[config.mk]
export PLATFORM = sky130hd
export DESIGN_NAME = text_renderer
export DESIGN_NICKNAME = d
export VERILOG_FILES = /design/src/rtl/text_pkg.sv /design/src/rtl/glyph_rom.sv /design/src/rtl/text_renderer.sv
export SDC_FILE = /design/constraint.sdc
export NUM_CORES = 1
export LEC_CHECK = 0
export CAP_MARGIN = 20
export CORE_MARGIN = 5
export CORE_UTILIZATION = 35
export DETAILED_ROUTE_END_ITERATION = 10
export SLEW_MARGIN = 20
export SYNTH_ARGS = -nofsm -noshare
export SYNTH_HDL_FRONTEND = slang
export SYNTH_SLANG_ARGS = --single-unit
[constraint.sdc]
create_clock -name clk -period 5 [get_ports clk]
set_input_delay 0.5 -clock clk [delete_from_list [all_inputs] [get_ports clk]]
set_output_delay 0.5 -clock clk [all_outputs]
set_load 0.05 [all_outputs]
[src/rtl/text_pkg.sv]
// Shared constants for the text renderer: glyph geometry, the blank code
// written during buffer clear, and the clear/run FSM encoding.
package text_pkg;

  localparam int GLYPH_W = 8;
  localparam int GLYPH_H = 8;
  localparam logic [7:0] SPACE_CODE = 8'h20;

  localparam logic [0:0] ST_CLEAR = 1'b0;
  localparam logic [0:0] ST_RUN   = 1'b1;

  typedef logic [7:0] glyph_row_t;

endpackage

[src/rtl/glyph_rom.sv]
// Combinational 8x8 glyph table; bit 7 is the leftmost pixel, rows 6-7 blank.
// Only space and A C E G M N O P R T U are drawn; every other code is blank.
module glyph_rom
  import text_pkg::*;
(
  input  logic [7:0]  char_code,
  input  logic [2:0]  row,
  output glyph_row_t  bits
);

  // rows 0..5 packed top row first
  logic [47:0] pat;

  always_comb begin
    pat = 48'h0;
    case (char_code)
      SPACE_CODE: pat = 48'h00_00_00_00_00_00;
      8'h41:      pat = 48'h70_88_88_F8_88_88;
      8'h43:      pat = 48'h78_80_80_80_80_78;
      8'h45:      pat = 48'hF8_80_F0_80_80_F8;
      8'h47:      pat = 48'h78_80_B8_88_88_78;
      8'h4D:      pat = 48'h88_D8_A8_88_88_88;
      8'h4E:      pat = 48'h88_C8_A8_98_88_88;
      8'h4F:      pat = 48'h70_88_88_88_88_70;
      8'h50:      pat = 48'hF0_88_88_F0_80_80;
      8'h52:      pat = 48'hF0_88_F0_A0_90_88;
      8'h54:      pat = 48'hF8_20_20_20_20_20;
      8'h55:      pat = 48'h88_88_88_88_88_70;
      default:    pat = 48'h0;
    endcase
  end

  always_comb begin
    bits = 8'h00;
    case (row)
      3'd0:    bits = pat[47:40];
      3'd1:    bits = pat[39:32];
      3'd2:    bits = pat[31:24];
      3'd3:    bits = pat[23:16];
      3'd4:    bits = pat[15:8];
      3'd5:    bits = pat[7:0];
      default: bits = 8'h00;
    endcase
  end

endmodule

[src/rtl/text_renderer.sv]
// Character-cell text overlay: 3-stage pixel pipeline over an inferred
// character buffer, blinking inverse cursor, and a clear-on-reset sequencer.
//
//   state    | meaning
//   ST_CLEAR | writing SPACE_CODE to every cell, host writes ignored, pixels off
//   ST_RUN   | normal rendering, host writes accepted
module text_renderer
  import text_pkg::*;
#(
  parameter int COLS         = 16,
  parameter int ROWS         = 4,
  parameter int SCALE_LOG2   = 0,
  parameter int ORIGIN_X     = 0,
  parameter int ORIGIN_Y     = 0,
  parameter int X_W          = 10,
  parameter int Y_W          = 10,
  parameter int BLINK_CYCLES = 25_000_000,
  localparam int CELLS       = COLS * ROWS,
  localparam int ADDR_W      = $clog2(CELLS)
) (
  input  logic              clk,
  input  logic              rst,
  input  logic              pixel_valid,
  input  logic [X_W-1:0]    pixel_x,
  input  logic [Y_W-1:0]    pixel_y,
  input  logic              wr_en,
  input  logic [ADDR_W-1:0] wr_addr,
  input  logic [7:0]        wr_char,
  input  logic              cursor_en,
  input  logic [ADDR_W-1:0] cursor_addr,
  output logic              pix_valid,
  output logic              pix_on,
  output logic              busy
);

  localparam int SHIFT  = 3 + SCALE_LOG2;
  localparam int AREA_W = COLS * GLYPH_W * (1 << SCALE_LOG2);
  localparam int AREA_H = ROWS * GLYPH_H * (1 << SCALE_LOG2);
  localparam int BC_W   = $clog2(BLINK_CYCLES);

  logic [0:0]        state;
  logic [ADDR_W-1:0] clr_idx;
  logic [BC_W-1:0]   blink_cnt;
  logic              blink_phase;

  logic [7:0]        buffer [CELLS];
  logic              buf_we;
  logic [ADDR_W-1:0] buf_wa;
  logic [7:0]        buf_wd;

  logic [31:0]       dx, dy;
  logic              in_area;
  logic [ADDR_W-1:0] col_c, row_c, cell_c;

  logic              v1, in1, v2, in2;
  logic [ADDR_W-1:0] cell1, cell2;
  logic [2:0]        bx1, by1, bx2, by2;
  logic [7:0]        ch2;
  glyph_row_t        gbits;
  logic              gbit, cursor_hit;

  assign busy = (state == ST_CLEAR);

  always_ff @(posedge clk) begin
    if (rst) begin
      state   <= ST_CLEAR;
      clr_idx <= '0;
    end else if (state == ST_CLEAR) begin
      if (32'(clr_idx) == 32'(CELLS - 1)) state <= ST_RUN;
      else                                clr_idx <= clr_idx + ADDR_W'(1);
    end
  end

  always_ff @(posedge clk) begin
    if (rst) begin
      blink_cnt   <= '0;
      blink_phase <= 1'b0;
    end else if (32'(blink_cnt) == 32'(BLINK_CYCLES - 1)) begin
      blink_cnt   <= '0;
      blink_phase <= ~blink_phase;
    end else begin
      blink_cnt   <= blink_cnt + BC_W'(1);
    end
  end

  // Clear owns the write port; out-of-range host addresses are dropped.
  always_comb begin
    buf_we = 1'b0;
    buf_wa = wr_addr;
    buf_wd = wr_char;
    if (state == ST_CLEAR) begin
      buf_we = 1'b1;
      buf_wa = clr_idx;
      buf_wd = SPACE_CODE;
    end else if (wr_en && (32'(wr_addr) < 32'(CELLS))) begin
      buf_we = 1'b1;
    end
  end

  always_ff @(posedge clk) begin
    if (buf_we) buffer[buf_wa] <= buf_wd;
  end

  // Pixels left of/above the origin wrap to huge offsets and fail the bound.
  always_comb begin
    dx      = 32'(pixel_x) - 32'(ORIGIN_X);
    dy      = 32'(pixel_y) - 32'(ORIGIN_Y);
    in_area = (dx < 32'(AREA_W)) && (dy < 32'(AREA_H));
    col_c   = dx[SHIFT +: ADDR_W];
    row_c   = dy[SHIFT +: ADDR_W];
    cell_c  = in_area ? ADDR_W'(row_c * ADDR_W'(COLS) + col_c) : '0;
  end

  glyph_rom u_glyph_rom (
    .char_code (ch2),
    .row       (by2),
    .bits      (gbits)
  );

  assign gbit       = gbits[3'd7 - bx2];
  assign cursor_hit = cursor_en && blink_phase &&
                      (32'(cursor_addr) < 32'(CELLS)) && (cell2 == cursor_addr);

  always_ff @(posedge clk) begin
    if (rst) begin
      v1        <= 1'b0;
      v2        <= 1'b0;
      pix_valid <= 1'b0;
      pix_on    <= 1'b0;
    end else begin
      v1        <= pixel_valid;
      v2        <= v1;
      pix_valid <= v2;
      pix_on    <= v2 && in2 && (state == ST_RUN) && (gbit ^ cursor_hit);
    end
    in1   <= in_area;
    cell1 <= cell_c;
    bx1   <= dx[SCALE_LOG2 +: 3];
    by1   <= dy[SCALE_LOG2 +: 3];
    in2   <= in1;
    cell2 <= cell1;
    bx2   <= bx1;
    by2   <= by1;
    ch2   <= buffer[cell1];
  end

endmodule

==> out/qor.yml <==
finish:
  area_delta_synth_final_pct: 14.3
  largest_reg_flops: 512
  combGateArea_um2: 5900
  fin_nets: 1299
  clock_cell_area_share_pct: 6.87
  buffers: 63
  drive_gt1_share_pct: 21.6
  antenna_cells: 1
  final_util_pct: 40.1
  register_area_um2: 16800
  nClkBuffers: 77
  flops: 583
  dominant_cells: "flip-flops and latches"
timing:
  max_slew_margin_pct: 24.3
  finalClockSkew_ps: 37.2
  slew_viol_final: 0
  rsz0062_at_grt: "no"
  timing.hold.ws_ps: 328
  setup_tns_ps: 0
  period_minus_slack_ps: 3210
drt:
  drc: 0
  top_layer: "met4"
  route.met3.wl_um: 4490
  viasPerCell: 5.31
  vias: 11500
  wl_met1_um: 23000
  ant_nets: 0
  first_iter_violations: 1141
  dr.pass1.iters: 4
die:
  core_um2: 65400
  fp_util_pct: 35.1
pwr:
  intPower_w: 0.00769
  p_comb_w: 0.000215
  pwr-share-seq_pct: 54.9
  netSwitchingFraction_pct: 20.3
  p_clk_share_pct: 42.9
logic_synthesis:
  ys_sh_mux_pct: 16.6
  synth_area_um2: 23000
  synth.cellmix.compoundShare_pct: 2.11
  area_leaders: "edfxtp_1, mux4_2, dfxtp_1"
  ys_cells: 1189
  synth-edff-count: 512
  synth_flops: 583
  yosys.area.top_type_share_pct: 67.0
  ys_sh_simple_pct: 5.33
run_status:
  status: "completed"
worst_setup_path:
  cp.depth: 4
  path_buffers: 1
  max_stage_delay_ps: 940
  critPathCapture: "ch2[0]"
  path_class: "reg2reg"
  cpMostUsedCell: "mux4_2"
  critPathLaunchType: "flip-flop"
  reg2reg_to: "ch2[0]"
  cpMaxStageDelayCell: "dfxtp_4"
  worstPathRequired_ps: 5470
clock_network:
  cts_tree: "built"
  clk_pin_slew_ps: 60
  cts_hold_buf: 0
  post_cts_buffers: 0
  htree_levels: 2
  cts_root_buffer: "clkbuf_16"
placement:
  gp_congestion: 0.799
  dp_hpwl_um: 32000
  port_buffers: 47
  dp_cells: 2056
  dpl_cell_area_um2: 24400
worst_hold_path:
  hold_path.startpoint: "in1"
  hold_end: "in2"
  hp-class: "reg2reg"
global_route:
  grt_pass1_wl_um: 78400
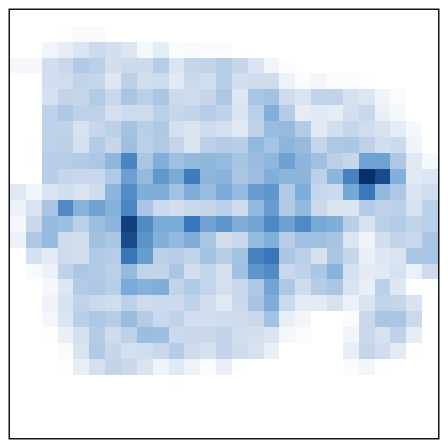
(images/route_heat.png)
The die is cut into 27 by 27 equal tiles; white is low, dark blue is high, scaled to the fullest tile. Values are wire area over tile area, all layers added.
emptiest ninth of the die: south-east
fullest tile: 0.65
nearly empty tiles: 35%
mean over tiles: 0.12
WL/cell: 24.2 µm
Total GRT Usage: 14.7%

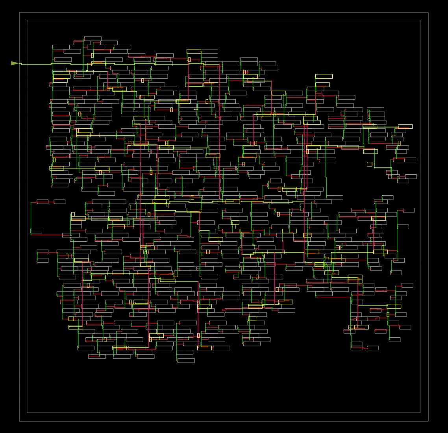
(images/clock_nets.png)
clock network power: 0.00415 W
clk latency late pin: 620 ps
Num CTS Buffers: 57

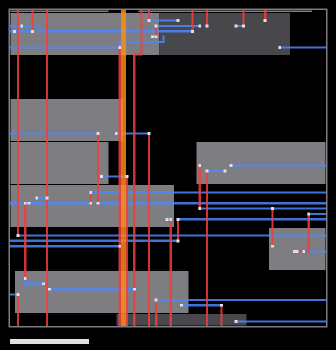
(images/closeup.png)
Bar = 5 µm. Window x 123 to 143, y 176 to 196 µm. Cells in grey, sequential cells in the stronger grey; small squares are vias.
legend:
  M4:
    colour: orange
  M1:
    colour: blue
  M2:
    colour: red
cells with their middle in the window: 7
netlist names of flops here include: buffer (6)
most frequent: edfxtp_1 (6), mux4_2 (1)
sequential cells in the window: 6

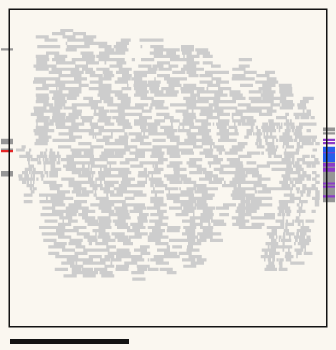
(images/pinout.png)
Bar = 100 µm. Pins as bars across the die edge, other pins in grey.
legend:
  wr_en:
    colour: red
    pins: 1
    direction: input
    edge: west
  wr_char:
    colour: blue
    pins: 8
    direction: input
    edge: east
  pixel_x:
    colour: purple
    pins: 10
    direction: input
    edge: east
all pins by edge: 39 east, 9 west
Die X: 266 µm
chip height: 266 µm

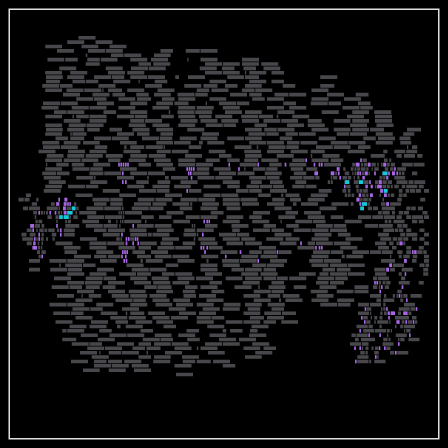
(images/gates.png)
legend:
  nor cells:
    colour: purple
    cells: 148
    most_used: nor2_1
  non-inverting ao/oa cells:
    colour: cyan
    cells: 10
    most_used: a21o_1
dominant logic cell type in the layout: edfxtp_1
final std cells w/o fill: 2163
fraction of area in multi-input gates: 22.5%

Power and IR drop assume default switching activity.
